route_heat.png
The bar under the picture is 20 um long. 12 x 18 tiles, from black (low) to pale yellow (high), scaled to the fullest tile. Values are wire area over tile area, all layers added.
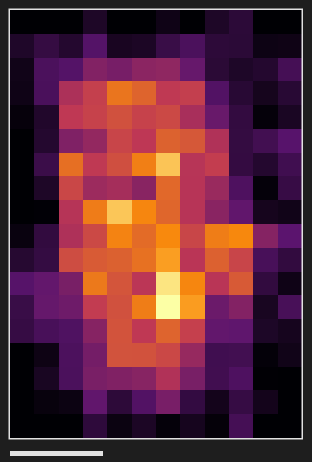
congestion_map.png
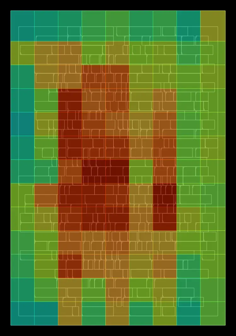
util_map.png
The bar under the picture is 20 um long. 6 x 9 tiles, from black (low) to pale yellow (high), 0 to 100% covered.
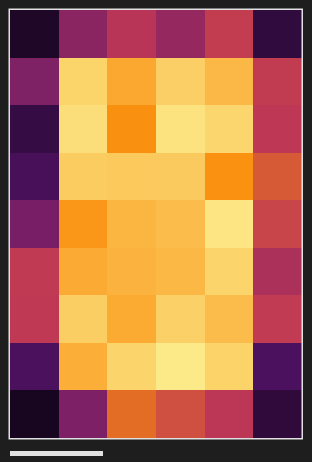
m1.png
The bar under the picture is 20 um long.
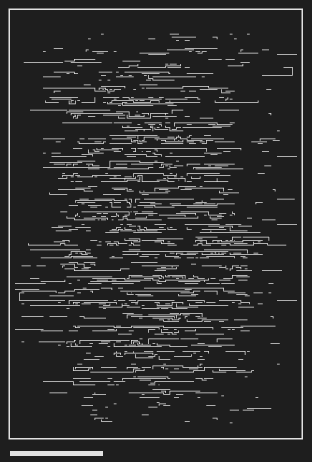
==> config.mk <==
export PLATFORM = sky130hd
export DESIGN_NAME = vga_pattern_engine
export DESIGN_NICKNAME = d
export VERILOG_FILES = /design/src/rtl/vga_pkg.sv /design/src/rtl/vga_timing_core.sv /design/src/rtl/vga_pattern_engine.sv
export SDC_FILE = /design/constraint.sdc
export NUM_CORES = 1
export LEC_CHECK = 0
export CORE_ASPECT_RATIO = 1.5
export CORE_MARGIN = 2
export CORE_UTILIZATION = 60
export CTS_CLUSTER_DIAMETER = 30
export CTS_CLUSTER_SIZE = 14
export DETAILED_ROUTE_END_ITERATION = 7
export GPL_ROUTABILITY_DRIVEN = 0
export PLACE_DENSITY = 0.94
export SLEW_MARGIN = 20
export SYNTH_ARGS = -nofsm -noshare
export SYNTH_HDL_FRONTEND = slang
export SYNTH_SLANG_ARGS = --single-unit
==> constraint.sdc <==
create_clock -name i_clk -period 4.3 [get_ports i_clk]
set_clock_uncertainty 0.05 [all_clocks]
set_input_delay 0.43 -clock i_clk [delete_from_list [all_inputs] [get_ports i_clk]]
set_output_delay 0.43 -clock i_clk [all_outputs]
set_load 0.05 [all_outputs]
==> flow_metrics.tcl <==
# metrics dict for downstream scripts
set metrics [dict create \
    tool_warnings 28 \
    cp_num_cells 7 \
    die_x_um 62.5 \
    setup_ws_ns 1.38 \
    n_all_buffers 40 \
    logic_gates 203 \
    reg2reg_depth 7 \
    wire_per_inst_um 16.2 \
    grt_remaining_overflow 0 \
    async_flop_share_pct 100 \
    num-fill-cells 342 \
    synth_flop_count 60 \
    comb_power_share_pct 15.5 \
    regArea_um2 1500 \
    clkPwrFrac_pct 40.4 \
    place_area_um2 3480 \
    yosys.area_share.simple_pct 19.7 \
    inverters 18 \
    nets 350 \
    ctsHoldBuffers 0 \
    required_ns 4.48 \
    pg_comb_w 0.000212 \
    dr_wl_met3_um 422 \
    place_inst 387 \
    first_pass_iters 4 \
    comb_area_share_pct 38.8 \
    arrival_ns 3.10 \
    status "completed" \
    clockRootBuffer "clkbuf_8" \
    sh_seq_area_pct 40.7 \
    pre_cts_ws_ns 1.42 \
    cp_num_buf_inv 1 \
    nWellTaps 66 \
    synth-warning-count 0 \
    min_path_cells 1 \
    yosys_area_um2 3080 \
    synthDistinctLibCells 56 \
    clkCellAreaFrac_pct 5.85 \
    cp_top_family "simple AND/OR/NAND/NOR gates" \
    top_layer "met4" \
    clkbuf_count 11 \
]
Notes on route_heat.png above:
mean over tiles: 0.19
nearly empty tiles: 14%
densest ninth of the die: middle
tiles over half the peak: 26%
fullest tile: 0.64
final wirelength: 6.53 mm
vias: 2333

Notes on congestion_map.png above:
global-route usage over all layers: 25.3%
GR Util met2: 42.0%
fin util: 75.7%
GRT busiest layer: met2

Notes on util_map.png above:
fullest tile: 95%
mean over tiles: 63%
tiles over 75% full: 52%
pre-placement core utilization: 62.9%
core area: 4890 um^2

Notes on m1.png above:
wire length on this layer: 2450 um
nets with wire on the layer: 323
main direction: horizontal
share of all routed wire: 38%
longest straight run: 22.5 um
GR Util met1: 29.2%

